Fig. 1: run 1, M3 wires
Scale bar: 10 um.
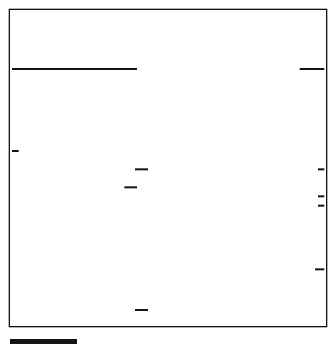
Fig. 2: run 1, register map, names as in the netlist
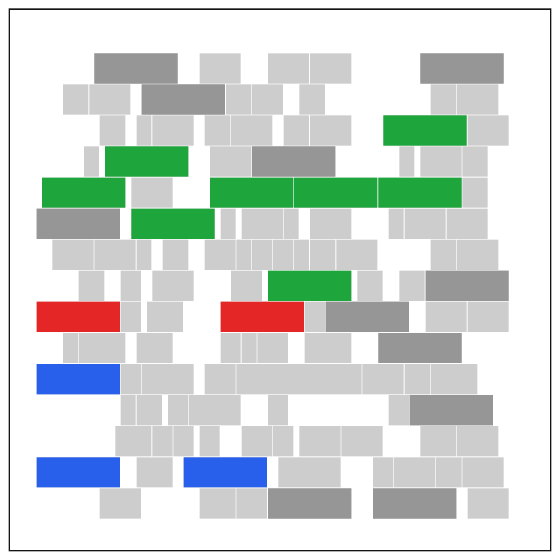
Fig. 3: run 1, congestion heat map
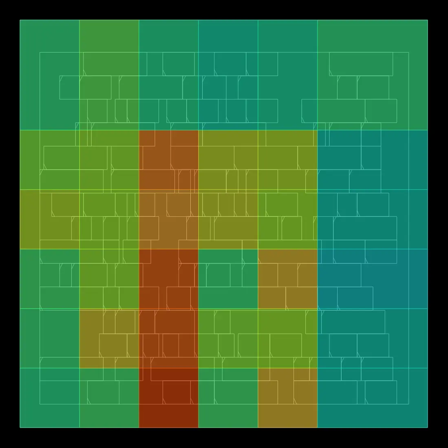
--- src/rtl/serial_frame_receiver_if.sv ---
// ---------------------------------------------------------------------------
// serial_frame_receiver_if
//   Groups the serial input stream and the valid/ready word output of the
//   serial frame receiver.
//   Signals:
//     ser_in     serial bit, line idles high
//     ser_valid  ser_in carries a valid bit this cycle
//     out_ready  consumer accepts out_data this cycle
//     out_data   assembled word, LSB = first data bit received
//     out_valid  out_data holds an unconsumed word
//     frame_err  one-cycle pulse, stop bit sampled as 0
//     overrun    one-cycle pulse, completed word dropped (hold register full)
//   Modports:
//     master  environment side: drives the serial stream and out_ready
//     slave   receiver side: consumes the stream, drives the word port
// ---------------------------------------------------------------------------
interface serial_frame_receiver_if #(
    parameter int DATA_W = 8
);
    logic              ser_in;
    logic              ser_valid;
    logic              out_ready;
    logic [DATA_W-1:0] out_data;
    logic              out_valid;
    logic              frame_err;
    logic              overrun;

    modport master (
        output ser_in,
        output ser_valid,
        output out_ready,
        input  out_data,
        input  out_valid,
        input  frame_err,
        input  overrun
    );

    modport slave (
        input  ser_in,
        input  ser_valid,
        input  out_ready,
        output out_data,
        output out_valid,
        output frame_err,
        output overrun
    );
endinterface

--- src/rtl/serial_frame_receiver.sv ---
// ---------------------------------------------------------------------------
// serial_frame_receiver
//   Samples a start/data/stop framed serial stream (one bit per cycle while
//   ser_valid is high), assembles DATA_W-bit words LSB first and presents
//   them through a one-entry valid/ready hold register. Bad stop bits raise
//   frame_err; good words arriving while the hold register is occupied and
//   not being drained are dropped and raise overrun.
//   Ports:
//     clk    rising-edge clock
//     reset  synchronous, active-high
//     bus    serial_frame_receiver_if.slave (serial in, word out, pulses)
// ---------------------------------------------------------------------------
module serial_frame_receiver #(
    parameter int DATA_W = 8
) (
    input  logic                  clk,
    input  logic                  reset,
    serial_frame_receiver_if.slave bus
);
    localparam int                CNT_W = $clog2(DATA_W);
    localparam logic [CNT_W-1:0] LAST  = CNT_W'(DATA_W - 1);

    typedef enum logic [1:0] {
        IDLE = 2'd0,
        DATA = 2'd1,
        STOP = 2'd2
    } state_t;

    state_t              state_q,     state_d;
    logic [CNT_W-1:0]    bit_cnt_q,   bit_cnt_d;
    logic [DATA_W-1:0]   shift_q,     shift_d;
    logic [DATA_W-1:0]   out_data_q,  out_data_d;
    logic                out_valid_q, out_valid_d;
    logic                frame_err_q, frame_err_d;
    logic                overrun_q,   overrun_d;

    always_ff @(posedge clk) begin
        if (reset) begin
            state_q     <= IDLE;
            bit_cnt_q   <= '0;
            shift_q     <= '0;
            out_data_q  <= '0;
            out_valid_q <= 1'b0;
            frame_err_q <= 1'b0;
            overrun_q   <= 1'b0;
        end else begin
            state_q     <= state_d;
            bit_cnt_q   <= bit_cnt_d;
            shift_q     <= shift_d;
            out_data_q  <= out_data_d;
            out_valid_q <= out_valid_d;
            frame_err_q <= frame_err_d;
            overrun_q   <= overrun_d;
        end
    end

    always_comb begin
        state_d     = state_q;
        bit_cnt_d   = bit_cnt_q;
        shift_d     = shift_q;
        out_data_d  = out_data_q;
        // A pending word is consumed on any edge where the consumer is ready;
        // a load below may set it again on the same edge.
        out_valid_d = out_valid_q & ~bus.out_ready;
        frame_err_d = 1'b0;
        overrun_d   = 1'b0;

        if (bus.ser_valid) begin
            unique case (state_q)
                IDLE: begin
                    if (!bus.ser_in) begin
                        state_d   = DATA;
                        bit_cnt_d = '0;
                    end
                end
                DATA: begin
                    // Shift right from the MSB so the first data bit lands at bit 0.
                    shift_d = {bus.ser_in, shift_q[DATA_W-1:1]};
                    if (bit_cnt_q == LAST) begin
                        state_d   = STOP;
                        bit_cnt_d = '0;
                    end else begin
                        bit_cnt_d = bit_cnt_q + CNT_W'(1);
                    end
                end
                STOP: begin
                    // A 0 here is an error, never a new start bit.
                    state_d = IDLE;
                    if (bus.ser_in) begin
                        if (!out_valid_q || bus.out_ready) begin
                            out_data_d  = shift_q;
                            out_valid_d = 1'b1;
                        end else begin
                            overrun_d = 1'b1;
                        end
                    end else begin
                        frame_err_d = 1'b1;
                    end
                end
                default: state_d = IDLE;
            endcase
        end
    end

    assign bus.out_data  = out_data_q;
    assign bus.out_valid = out_valid_q;
    assign bus.frame_err = frame_err_q;
    assign bus.overrun   = overrun_q;
endmodule

--- src/flat_wrapper.sv ---
// flat-port wrapper written by rule: the top's interface ports become plain ports
module serial_frame_receiver_flat 
#(
    parameter int DATA_W = 8
)
  (clk, reset, bus_ser_in, bus_ser_valid, bus_out_ready, bus_out_data, bus_out_valid, bus_frame_err, bus_overrun);
  serial_frame_receiver_if #(.DATA_W(DATA_W)) bus_i ();
  input  logic clk;
  input  logic reset;
  input wire logic [$bits(bus_i.ser_in)-1:0] bus_ser_in;
  input wire logic [$bits(bus_i.ser_valid)-1:0] bus_ser_valid;
  input wire logic [$bits(bus_i.out_ready)-1:0] bus_out_ready;
  output wire logic [$bits(bus_i.out_data)-1:0] bus_out_data;
  output wire logic [$bits(bus_i.out_valid)-1:0] bus_out_valid;
  output wire logic [$bits(bus_i.frame_err)-1:0] bus_frame_err;
  output wire logic [$bits(bus_i.overrun)-1:0] bus_overrun;
  assign bus_i.ser_in = bus_ser_in;
  assign bus_i.ser_valid = bus_ser_valid;
  assign bus_i.out_ready = bus_out_ready;
  assign bus_out_data = bus_i.out_data;
  assign bus_out_valid = bus_i.out_valid;
  assign bus_frame_err = bus_i.frame_err;
  assign bus_overrun = bus_i.overrun;
  serial_frame_receiver #(.DATA_W(DATA_W)) u_core (.clk(clk), .reset(reset), .bus(bus_i));
endmodule
--- config.mk ---
export PLATFORM = sky130hd
export DESIGN_NAME = serial_frame_receiver_flat
export DESIGN_NICKNAME = d
export VERILOG_FILES = /design/src/rtl/serial_frame_receiver_if.sv /design/src/rtl/serial_frame_receiver.sv /design/src/flat_wrapper.sv
export SDC_FILE = /design/constraint.sdc
export NUM_CORES = 1
export LEC_CHECK = 0
export CAP_MARGIN = 25
export CORE_MARGIN = 2
export CORE_UTILIZATION = 55
export DETAILED_ROUTE_END_ITERATION = 12
export GPL_TIMING_DRIVEN = 0
export PLACE_DENSITY = 0.78
export SLEW_MARGIN = 10
export SYNTH_ARGS = -nofsm -noshare
export SYNTH_HDL_FRONTEND = slang
export SYNTH_SLANG_ARGS = --single-unit
--- constraint.sdc ---
create_clock -name clk -period 3 [get_ports clk]
set_input_delay 0.3 -clock clk [delete_from_list [all_inputs] [get_ports clk]]
set_output_delay 0.3 -clock clk [all_outputs]
set_load 0.02 [all_outputs]
==> run_results.csv, run 1 <==
group,metric,value,unit
power,powerDensity,480,nW/um2
clock_network,cts_tree,"built",
detailed_routing,drtPass1Iterations,2,
yosys,synth.distinct_cells,23,
yosys,ys_seq_share,46.7,%
clock_network,cts.sinks,24,
run_status,status,"finished, final reports clean",
yosys,topCellsByArea,"dfxtp_1 (47%), mux2i_1 (16%), nand2b_1 (10%)",
yosys,synth-seq-cells,24,
clock_network,clk_path_buf_depth,2,
detailed_routing,vias,744,
critical_path,rrSetupSlack,1.75,ns
placed_design,dp_hpwl,1.24,mm
final_timing,finalCritPeriodShare,52.9,%
yosys,ys_top_logic_family,"simple AND/OR/NAND/NOR gates",
clock_network,cts_buffers,3,
yosys,syn_nets,108,
floorplanning,rows,15,
final_timing,finalHoldViolations,0,
final_layout,final_cells,145,
critical_path,crit_type,"register to output pin",
yosys,xor_area_share,0,%
yosys,yosys.area_share.simple,24.8,%
final_layout,diodes,0,
yosys,syn_area_per_cell,10.2,um2
worst_hold_path,min_to,"u_core.bus.out_data[1]",
final_timing,min_period,1.59,ns
clock_network,clock_latency,0.32,ns
yosys,syn_inst,101,
critical_path,worstPathCellList,"clkdlybuf4s50_1",
detailed_routing,routed_wl,1.77,mm
-- Fig. 1 (at the start) --
The layer holds 1.7% of the routed length. The layer carries 30.3 um of wire.

-- Fig. 2 (at the start) --
Key: green = u_core.shift_q [sequential cells 8]; blue = u_core.bit_cnt_q [sequential cells 3]; red = u_core.state_q [sequential cells 2]
flop share of the area: 38.0%
sequential power: 325 uW

-- Fig. 3 (at the start) --
total track usage: 18.5%
GRT busiest layer: met2
met2 GRT Util: 27.0%

==> run 1: worst max path at each step <==
stage | slack, ns | cells after the start | from | to
finish | 1.41 | 1 | u_core.bus.out_data[6] | bus_out_data[6]
floorplan | 1.92 | 5 | u_core.bit_cnt_q[0] | u_core.state_q[1]
detailed placement | 1.36 | 5 | bus_ser_in | u_core.bus.out_data[5]
CTS | 1.40 | 1 | u_core.bus.out_data[6] | bus_out_data[6]
global route | 1.35 | 1 | u_core.bus.out_data[6] | bus_out_data[6]
global placement | 1.38 | 5 | bus_ser_in | u_core.bus.out_data[7]
==> run 1: worst reg2reg max path, delay by kind of cell (launching register included) <==
family                 cells  cell delay (ns)
multiplexers               1             0.20
flip-flops                 1             0.51
buffers and inverters      1             0.16
AND/OR/NAND/NOR            2             0.33
==> run 1: layer usage <==
metal	track usage (%)	up-vias	routed length, um
met5	0	-	0
met4	11.7	0	33
met3	3.46	4	30
met2	27.0	9	823
met1	25.1	348	878
li1	-	383	-
==> run 1: Yosys cell counts <==
| library cell | number |
|---|---|
| nor2b_1 | 1 |
| buf_2 | 4 |
| nor3_1 | 2 |
| clkbuf_1 | 1 |
| nand2b_1 | 17 |
| nand4b_1 | 3 |
| inv_1 | 1 |
| nor2_1 | 10 |
| nand4b_2 | 1 |
| o31ai_1 | 1 |
| mux2i_1 | 16 |
| nand3_1 | 1 |
| ha_1 | 2 |
| nand3b_1 | 2 |
| or3b_1 | 1 |
| nor3b_1 | 1 |
| dfxtp_1 | 24 |
| nand2b_2 | 1 |
| mux2_2 | 1 |
| buf_6 | 2 |
| a21oi_1 | 5 |
| nor2b_2 | 1 |
| o21ai_0 | 3 |
==> run 1: per-stage QoR <==
stage / power [mW] / cell area (um2) / hold WS [ns] / setup WS (ns)
floorplan: 0.363 / 1030 / 0.377 / 1.92
global placement: 0.375 / 1210 / 0.458 / 1.38
detailed placement: 0.377 / 1210 / 0.466 / 1.36
CTS: 0.611 / 1260 / 0.487 / 1.40
global route: 0.625 / 1260 / 0.499 / 1.35
finish: 0.606 / 1260 / 0.483 / 1.41
==> run 1: cell families after synthesis <==
| group | count (synthesis) |
|---|---|
| AND/OR/NAND/NOR | 41 |
| adder cells (fa/ha/maj) | 2 |
| flip-flops | 24 |
| buffers and inverters | 8 |
| multiplexers | 17 |
| AND-OR/OR-AND | 9 |
==> run 1: area by class of cell <==
cell class / instances / area, um2
timing repair buffer: 15 / 150
sequential: 24 / 480
fill: 136 / 482
tap: 25 / 31.3
buffer: 7 / 46.3
clock inverter: 1 / 30.0
clock buffer: 3 / 22.5
multi-input combinational: 69 / 499
inverter: 1 / 3.75
==> run 1: report_power, final <==
group	internal [mW]	total [mW]	switching (mW)
clock	0.135	0.237	0.101
sequential	0.322	0.325	0.00231
combinational	0.0221	0.0449	0.0228
total	0.480	0.606	0.126
==> run 1: flip-flops by register name (all words and copies together), names as in the netlist <==
name / flops
u_core.bus.out_valid: 1
u_core.bus.frame_err: 1
u_core.shift_q: 8
u_core.bit_cnt_q: 3
u_core.bus.overrun: 1
u_core.bus.out_data: 8
u_core.state_q: 2
Fig. 4: run 1, selected gate families
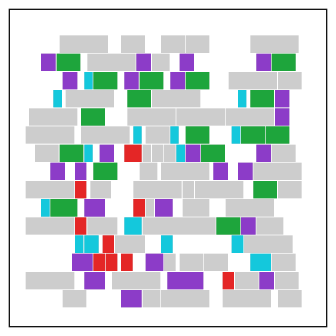

==> run 1 -> run 2 <==
Settings changed: CORE_UTILIZATION 55 to 51, PLACE_DENSITY 0.78 to 0.73.
Clock period 3 ns to 1.5 ns, I/O delays scaled along.
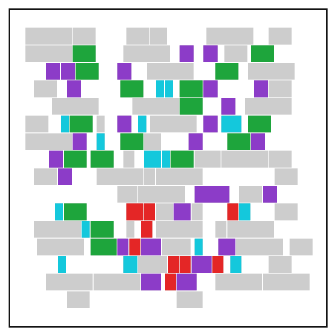
Fig. 5. Selected gate families (run 2).
Key: green = mux cells [cells 17]; cyan = nor cells [cells 15]; purple = nand cells [cells 25]; red = aoi and oai cells [cells 9, where bottom centre]
fin cells: 146
Commonest Layout Cell: dfxtp_1

==> run 2 against run 1 <==
Setup slack lost 1.3 ns. Sequential cell count is the same. Area after synthesis is the same. Die area increased by 7.2%. Cell area fell by 2.2%. Utilization is 8.7 points lower. Synthesized cell count unchanged. Via count up 1.1%. Non-clock buffer count unchanged. Cell count up 0.69%. Total power grew 67%. Sequential share of layout area increased by 0.85 points. Critical endpoint is now bus_out_data[2]. Largest cell class unchanged.
==> run_results.csv, run 2 <==
group,metric,value,unit
run_status,status,"finished, final reports clean",
placed_design,place_inst,143,
detailed_routing,vias,752,
floorplanning,rows,16,
placed_design,dp_hpwl,1.27,mm
global_route,grt_usage,16.8,%
final_timing,finalHoldViolations,0,
placed_design,dp_slack,-0.0298,ns
placed_design,globalplace.congestion,0.705,
yosys,most_common_cell,"dfxtp_1",
detailed_routing,routed_wl,1.74,mm
yosys,ys_seq_share,46.7,%
final_layout,lay_top_cells,"dfxtp_1 (24), nand2b_1 (17), mux2i_1 (16)",
final_timing,finalCritPeriodShare,94.9,%
power,powerDensity,817,nW/um2
critical_path,cp-start-kind,"register",
detailed_routing,drtPass1Iterations,4,
critical_path,worstPathCellList,"clkdlybuf4s50_1",
clock_network,cts_tree,"built",
final_layout,diodes,0,
final_timing,fin_ws,0.0762,ns
yosys,syn_area_per_cell,10.2,um2
yosys,edf_count,0,
yosys,syn_inst,101,
yosys,synth-seq-cells,24,
yosys,ys_top_cells_by_count,"dfxtp_1 (24), nand2b_1 (17), mux2i_1 (16)",
yosys,ys.flop_type,"dfxtp_1",
yosys,synth-async-reset-ratio,0,%
floorplanning,fp.dieH,48.9,um
clock_network,clock_latency,0.30,ns
clock_network,clk_path_buf_depth,2,
yosys,topCellsByArea,"dfxtp_1 (47%), mux2i_1 (16%), nand2b_1 (10%)",
clock_network,cts.sinks,24,
final_timing,worst_slew_pin_slew,0.287,ns
yosys,synth.distinct_cells,23,
final_timing,min_period,1.42,ns
critical_path,crit_type,"register to output pin",
yosys,syn_nets,108,
final_layout,syn_to_final_growth,20.0,%
-- run 2: netlist changes by cell type in the layout (fill, tap and decap cells not counted), sizes merged --
| cell | previous run | this run |
|---|---|---|
| bufinv | 1 | 0 |
-- run 2: kinds of logic after synthesis --
logic type	count (synthesis)	share of synthesized area (%)
and+or+nand+nor	41	24.8
AOI/OAI and AO/OA	9	4.62
DFF	24	46.7
adders and majority gates	2	2.43
buffers and inverters	8	4.86
muxes	17	16.6
-- run 2: routing by layer --
| layer | part of all wire [%] | vias to the layer above | GRT usage (%) |
|---|---|---|---|
| met5 | 0 | - | 0 |
| met1 | 48 | 348 | 22.3 |
| met3 | 5.5 | 0 | 3.37 |
| met2 | 46 | 26 | 26.7 |
| met4 | 0 | 0 | 7.14 |
| li1 | - | 378 | - |
-- run 2: through the flow --
| step | area, um2 | hold slack [ns] | power, mW | TNS, ns |
|---|---|---|---|---|
| final | 1240 | 0.481 | 1.01 | 0 |
| after global routing | 1240 | 0.506 | 1.06 | 0 |
| after CTS | 1240 | 0.483 | 1.02 | 0 |
| after detailed placement | 1210 | 0.464 | 0.754 | -0.107 |
| after global placement | 1210 | 0.458 | 0.750 | 0 |
| after floorplan | 1030 | 0.227 | 0.726 | 0 |
-- run 2: layout make-up --
| type | instances | area (um2) |
|---|---|---|
| fill | 179 | 706 |
| multi-input combinational | 69 | 499 |
| sequential | 24 | 480 |
| timing repair buffer | 15 | 150 |
| buffer | 7 | 46.3 |
| tap | 27 | 33.8 |
| clock buffer | 3 | 22.5 |
| inverter | 1 | 3.75 |
-- run 2: power by group --
| group | total (mW) | leakage (nW) | internal [mW] | switching (mW) |
|---|---|---|---|---|
| sequential | 0.649 | 0.194 | 0.645 | 0.00427 |
| combinational | 0.0900 | 0.270 | 0.0442 | 0.0457 |
| clock | 0.271 | 0.0138 | 0.0937 | 0.177 |
| total | 1.01 | 0.478 | 0.783 | 0.227 |
-- run 2: worst paths after layout --
path / from / end / slack [ns] / depth (start not counted)
max: u_core.bus.out_data[2] / bus_out_data[2] / 0.08 / 1
min: u_core.bus.out_data[0] / u_core.bus.out_data[0] / 0.48 / 2
max reg2reg: u_core.state_q[1] / u_core.bus.out_data[5] / 0.24 / 4
min reg2reg: u_core.bus.out_data[0] / u_core.bus.out_data[0] / 0.48 / 2
Power and IR drop assume default switching activity.
